===== config.mk =====
export PLATFORM = sky130hd
export DESIGN_NAME = ram_arbiter
export DESIGN_NICKNAME = d
export VERILOG_FILES = /design/src/rtl/ram_arbiter.sv
export SDC_FILE = /design/constraint.sdc
export NUM_CORES = 1
export LEC_CHECK = 0
export ABC_AREA = 1
export CAP_MARGIN = 0
export CORE_UTILIZATION = 41
export DETAILED_ROUTE_END_ITERATION = 8
export HOLD_SLACK_MARGIN = 0.12
export PLACE_DENSITY = 0.86
export REMOVE_ABC_BUFFERS = 1
export SETUP_SLACK_MARGIN = 0.1
export SYNTH_ARGS = -nofsm -noshare
export SYNTH_HDL_FRONTEND = slang
export SYNTH_SLANG_ARGS = --single-unit

===== constraint.sdc =====
create_clock -name clk -period 1.07 [get_ports clk]
set_input_delay 0.1605 -clock clk [delete_from_list [all_inputs] [get_ports clk]]
set_output_delay 0.1605 -clock clk [all_outputs]
set_load 0.1 [all_outputs]

===== src/rtl/ram_arbiter.sv =====
// Two-port arbiter sharing one 256x8 synchronous RAM between the CPU and a loader/DMA master.
// Define RAM_ARB_RR_EN for round-robin tie-breaking; otherwise port 0 has fixed priority.
module ram_arbiter (
    input  logic       clk,
    input  logic       reset,
    input  logic       req0,
    input  logic       req1,
    input  logic       we0,
    input  logic       we1,
    input  logic [7:0] addr0,
    input  logic [7:0] addr1,
    input  logic [7:0] wdata0,
    input  logic [7:0] wdata1,
    output logic       ack0,
    output logic       ack1,
    output logic [7:0] rdata0,
    output logic [7:0] rdata1,
    output logic [7:0] ram_addr,
    output logic [7:0] ram_data,
    output logic       ram_we,
    input  logic [7:0] ram_out
);

    typedef enum logic [1:0] {
        IDLE,
        ACCESS,
        DONE
    } state_t;

    state_t state;
    state_t state_nxt;
    logic   owner;
    logic   grant1;

`ifdef RAM_ARB_RR_EN
    logic rr_last;

    // A tie goes to the port that was not granted last time.
    always_comb begin
        grant1 = req1 & (~req0 | ~rr_last);
    end

    always_ff @(posedge clk) begin
        if (reset) begin
            rr_last <= 1'b1;
        end else if (state == IDLE && (req0 | req1)) begin
            rr_last <= grant1;
        end
    end
`else
    always_comb begin
        grant1 = req1 & ~req0;
    end
`endif

    always_ff @(posedge clk) begin
        if (reset) begin
            state <= IDLE;
        end else begin
            state <= state_nxt;
        end
    end

    always_comb begin
        state_nxt = state;
        unique case (state)
            IDLE:    if (req0 | req1) state_nxt = ACCESS;
            ACCESS:  state_nxt = DONE;
            DONE:    state_nxt = IDLE;
            default: state_nxt = IDLE;
        endcase
    end

    always_ff @(posedge clk) begin
        if (reset) begin
            owner    <= 1'b0;
            ram_we   <= 1'b0;
            ram_addr <= 8'h00;
            ram_data <= 8'h00;
            ack0     <= 1'b0;
            ack1     <= 1'b0;
            rdata0   <= 8'h00;
            rdata1   <= 8'h00;
        end else begin
            ram_we <= 1'b0;
            ack0   <= 1'b0;
            ack1   <= 1'b0;
            unique case (state)
                IDLE: begin
                    if (req0 | req1) begin
                        owner    <= grant1;
                        ram_we   <= grant1 ? we1 : we0;
                        ram_addr <= grant1 ? addr1 : addr0;
                        ram_data <= grant1 ? wdata1 : wdata0;
                    end
                end
                ACCESS: begin
                    ack0 <= ~owner;
                    ack1 <= owner;
                    // ram_we still reflects the in-flight transaction type here.
                    if (!ram_we) begin
                        if (owner) rdata1 <= ram_out;
                        else       rdata0 <= ram_out;
                    end
                end
                default: ;
            endcase
        end
    end

endmodule

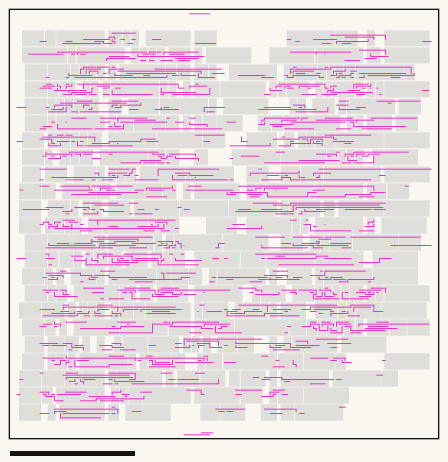
*The metal 1 layer, run 1*
The bar under the picture is 20 um long. Cells faint in the background.
nets with wire on the layer	352
main direction	horizontal
wire length on this layer	2,310 um
longest straight run	22.1 um

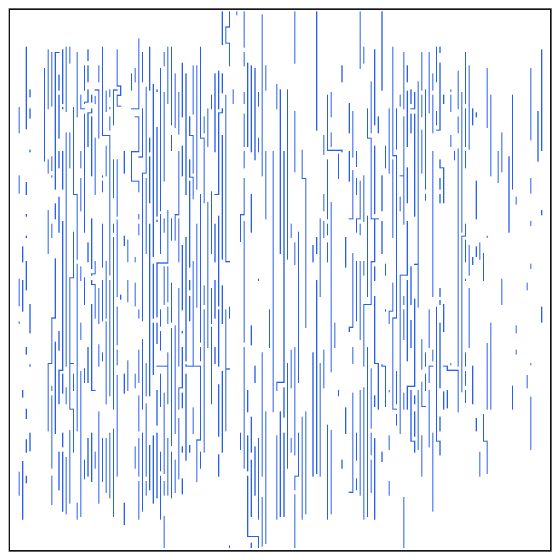
*M2 wires, run 1*
wire length on this layer	3,320 um
share of all routed wire	52%
longest straight run	33.0 um
nets with wire on the layer	369
main direction	vertical

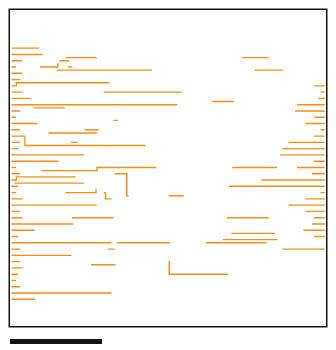
*Met3 routing, run 1*
The bar under the picture is 20 um long.
longest straight run	35.6 um
nets with wire on the layer	87
wire length on this layer	652 um
share of all routed wire	10%
main direction	horizontal

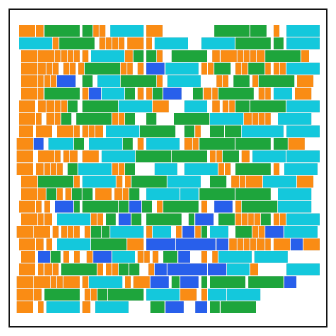
*Cell sizes after repair, run 1*
color	size	cells	share
cyan	_6 and larger	56	15%
green	_2 cells	88	23%
orange	_0 and _1 cells	207	55%
blue	_3 and _4 cells	27	7.1%

==> flow_metrics.env, run 1 <==
# flow metrics
export IMPL_synthAdderAreaFrac_pct=0
export IMPL_fmax_mhz=886
export IMPL_status="finished with violations"
export IMPL_cp_max_fo=8
export IMPL_chip_area_mm2=0.00469
export IMPL_critPathMostFrequentCell="nor2_1"
export IMPL_finalWorstSetupSlack_ns=-0.0583
export IMPL_num_rows=23
export IMPL_slew_viol_final=0
export IMPL_power_frac_clock_pct=20.6
export IMPL_coreArea_mm2=0.00412
export IMPL_cp_slowest_cell="dfxtp_4"
export IMPL_layout_top_cells="nand2_1, clkdlybuf4s50_1, nor2_1"
export IMPL_yosys_area_mm2=0.00181
export IMPL_finalInstanceArea_mm2=0.00361
export IMPL_violations="setup timing"
export IMPL_synthTopLogicFamily="simple AND/OR/NAND/NOR gates"
export IMPL_yosysUniqueCellTypes=17
export IMPL_dpl_cell_count=405
export IMPL_synth_top_cell_area_share_pct=42.0
export IMPL_wl_um=6380
export IMPL_drtIter0Drc=140
export IMPL_async_reset_ff_share_pct=0
export IMPL_clk_path_buf_depth=2
export IMPL_drive_gt1_share_pct=45.2
export IMPL_power_switching_w=0.00209
export IMPL_r2r_slack_ns=-0.06
export IMPL_synthTopCellsByCount="nand2_1, nor2_1, dfxtp_1, nand3_1, inv_1"
export IMPL_finalSetupViolCount=3
export IMPL_grt_pass1_wl_um=8830
export IMPL_ys_seq_elements=38
export IMPL_dieHeight_um=68.5
export IMPL_hold_path_class="input pin to flip-flop"
export IMPL_mux_share_pct=0
export IMPL_ff_latch_area_um2=813
export IMPL_fp_util_pct=44.0
export IMPL_path_buffers=2
export IMPL_final_core_util_pct=87.7
export IMPL_worstHoldStart="we1"
export IMPL_cp_endpoint="rdata1[3]"
export IMPL_worstMarginPinSlew_ns=0.284
export IMPL_critPathLaunchType="flip-flop"
export IMPL_diodes=0
export IMPL_r2r_end="rdata1[3]"
export IMPL_tritoncts_num_buffers=5
export IMPL_crit_start="ram_we"
export IMPL_syn_avg_cell_area_um2=6.47
export IMPL_min_to="ram_we"
export IMPL_holdPathStages=3
## run 1: worst register-to-register path, cell delays in order, from the launching register on
cell and delay [ns]:
dfxtp_4 0.36, buf_4 0.15, inv_2 0.06, nand2_2 0.06, nor2_4 0.21, nor2_1 0.11, nor2_1 0.11
## run 1: power groups by stage
stage	registers, W	logic (W)	clock network (W)
2_1_floorplan	0.00242	0.000388	0
3_3_place_gp	0.00169	0.00189	0
3_5_place_dp	0.00169	0.00192	0
4_1_cts	0.00169	0.00210	0.00105
5_1_grt	0.00170	0.00242	0.00112
6_report	0.00169	0.00233	0.00104
## run 1: routing by layer
layer,track usage [%],part of all wire (%),up-vias
met5,0,0,-
li1,-,-,1046
met1,27.1,36,1037
met2,47.4,52,120
met4,8.33,1.5,0
met3,10.0,10,11
## Run 2: what changed since run 1
--- a/config.mk
+++ b/config.mk
@@ -7,12 +7,14 @@
 export LEC_CHECK = 0
 export ABC_AREA = 1
 export CAP_MARGIN = 0
-export CORE_UTILIZATION = 41
+export CORE_UTILIZATION = 55
 export DETAILED_ROUTE_END_ITERATION = 8
+export DONT_BUFFER_PORTS = 1
 export HOLD_SLACK_MARGIN = 0.12
-export PLACE_DENSITY = 0.86
+export PLACE_DENSITY = 0.77
 export REMOVE_ABC_BUFFERS = 1
 export SETUP_SLACK_MARGIN = 0.1
+export SLEW_MARGIN = 20
 export SYNTH_ARGS = -nofsm -noshare
 export SYNTH_HDL_FRONTEND = slang
 export SYNTH_SLANG_ARGS = --single-unit
==> run 2 against run 1 <==
Effect of this change:
- the flow now stops in 4_1_cts
- area after synthesis did not move
- synthesized cell count did not move
==> flow_metrics.env, run 2 <==
# yosys + openroad results
export IMPL_status="did not finish"
export IMPL_flow_stopped_at="4_1_cts"
export IMPL_stop_error="[ERROR DPL-0038] Utilization greater than 100%, impossible to legalize"
export IMPL_edf_count=0
export IMPL_ys_seq_elements=38
export IMPL_placed_area_mm2=0.00229
export IMPL_tritoncts_num_buffers=5
export IMPL_fp_util_pct=58.8
export IMPL_place_hpwl_um=2660
export IMPL_synth_top_cell_area_share_pct=42.0
export IMPL_syn_avg_cell_area_um2=6.47
export IMPL_yosys_area_mm2=0.00181
export IMPL_clk_path_buf_depth=2
export IMPL_most_common_cell="nand2_1"
export IMPL_h_tree_depth=2
export IMPL_synthTopCellsByCount="nand2_1, nor2_1, dfxtp_1, nand3_1, inv_1"
export IMPL_async_reset_ff_share_pct=0
export IMPL_clock_sinks=38
export IMPL_dieHeight_um=59.4
export IMPL_postSynthSeqShare_pct=42.0
export IMPL_synth_warnings=0
export IMPL_yosysUniqueCellTypes=17
export IMPL_num_rows=20
-- run 2: cell counts after synthesis --
Identical to the previous run, type by type.
-- run 2: kinds of logic after synthesis --
kind of cell / count (synthesis) / share of synthesized area [%]
simple gates: 185 / 42.8
compound gates: 10 / 2.97
flops: 38 / 42.0
buf+inv: 47 / 12.2
-- run 2: per-stage QoR --
| step | cells | TNS (ns) | utilization, % |
|---|---|---|---|
| after floorplan | 267 | -12.28 | - |
| after global placement | 350 | 0 | 74.4 |
| after detailed placement | 350 | -0.0130 | 74.4 |
## Run 3: what changed since run 2
--- a/config.mk
+++ b/config.mk
@@ -7,13 +7,11 @@
 export LEC_CHECK = 0
 export ABC_AREA = 1
 export CAP_MARGIN = 0
-export CORE_UTILIZATION = 55
+export CORE_UTILIZATION = 40
 export DETAILED_ROUTE_END_ITERATION = 8
 export DONT_BUFFER_PORTS = 1
-export HOLD_SLACK_MARGIN = 0.12
-export PLACE_DENSITY = 0.77
+export PLACE_DENSITY_LB_ADDON = 0.15
 export REMOVE_ABC_BUFFERS = 1
-export SETUP_SLACK_MARGIN = 0.1
 export SLEW_MARGIN = 20
 export SYNTH_ARGS = -nofsm -noshare
 export SYNTH_HDL_FRONTEND = slang
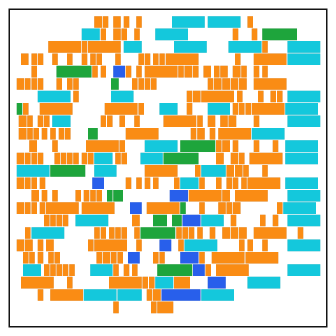
*Cell sizes after repair, run 3*
color	size	cells	share
cyan	_6 and larger	44	14%
blue	_3 and _4 cells	11	3.4%
green	_2 cells	15	4.7%
orange	_0 and _1 cells	249	78%

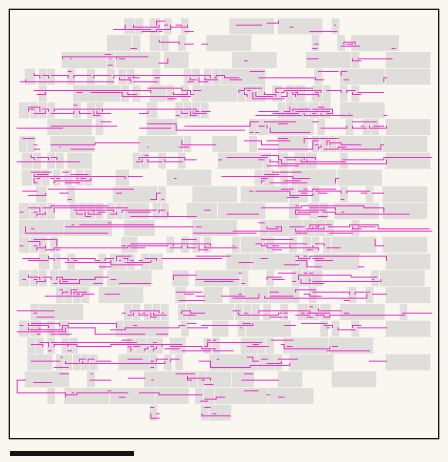
*The metal 1 layer, run 3*
The bar under the picture is 20 um long. Cells faint in the background.
M1 GR Usage: 19.5%
Vias: 1,688
Post-Route WL: 3820 um

==> run 3 against run 2 <==
Effect of this change:
- the flow now finishes without violations
- area after synthesis unchanged
- synthesized cell count did not move
==> flow_metrics.env, run 3 <==
# flow metrics
export IMPL_wl_met2_um=1710
export IMPL_postSynthSeqShare_pct=42.0
export IMPL_layout_top_cells="nand2_1, nor2_1, nand3_1"
export IMPL_edf_count=0
export IMPL_worstHoldStart="we0"
export IMPL_ys_seq_elements=38
export IMPL_yosys_area_mm2=0.00181
export IMPL_path_buffers=1
export IMPL_most_common_cell="nand2_1"
export IMPL_comb_power_w=0.00169
export IMPL_p_clk_w=0.00102
export IMPL_drive_gt1_share_pct=21.9
export IMPL_clock_sinks=38
export IMPL_dieHeight_um=69.3
export IMPL_power_frac_clock_pct=23.4
export IMPL_fmax_mhz=963
export IMPL_status="finished, final reports clean"
export IMPL_critPathLaunchType="flip-flop"
export IMPL_hold_path_class="input pin to flip-flop"
export IMPL_cp_slowest_cell="dfxtp_1"
export IMPL_place_hpwl_um=2720
export IMPL_r2r_end="rdata0[2]"
export IMPL_drtIter0Drc=127
export IMPL_yosysUniqueCellTypes=17
export IMPL_power_switching_w=0.00177
export IMPL_finalWorstSetupSlack_ns=0.0318
export IMPL_num_rows=24
export IMPL_slew_viol_final=0
export IMPL_route_met3_wl_um=255
export IMPL_clk_path_buf_depth=2
## run 3: per-stage QoR
step,cells,instance area [um^2]
after floorplan,267,1720
after global routing,371,2620
final,371,2620
after global placement,360,2320
after CTS,370,2520
after detailed placement,360,2320
## run 3: cell families after synthesis
group	Yosys count	share of synthesized area, %
and+or+nand+nor	185	42.8
AOI/OAI and AO/OA	10	2.97
buffers and inverters	47	12.2
DFF	38	42.0
## run 3: area by class of cell
| cell class | count | area, um^2 | area share (%) |
|---|---|---|---|
| flip-flops and latches | 38 | 773 | 29.5 |
| clock inverters | 1 | 5.00 | 0.191 |
| repair buffers | 44 | 714 | 27.2 |
| well taps | 52 | 65.1 | 2.48 |
| inverters | 34 | 135 | 5.15 |
| multi-input cells | 195 | 843 | 32.2 |
| clock buffers | 7 | 86.3 | 3.29 |
No activity file was given, so power comes from the tool's default toggle rates.
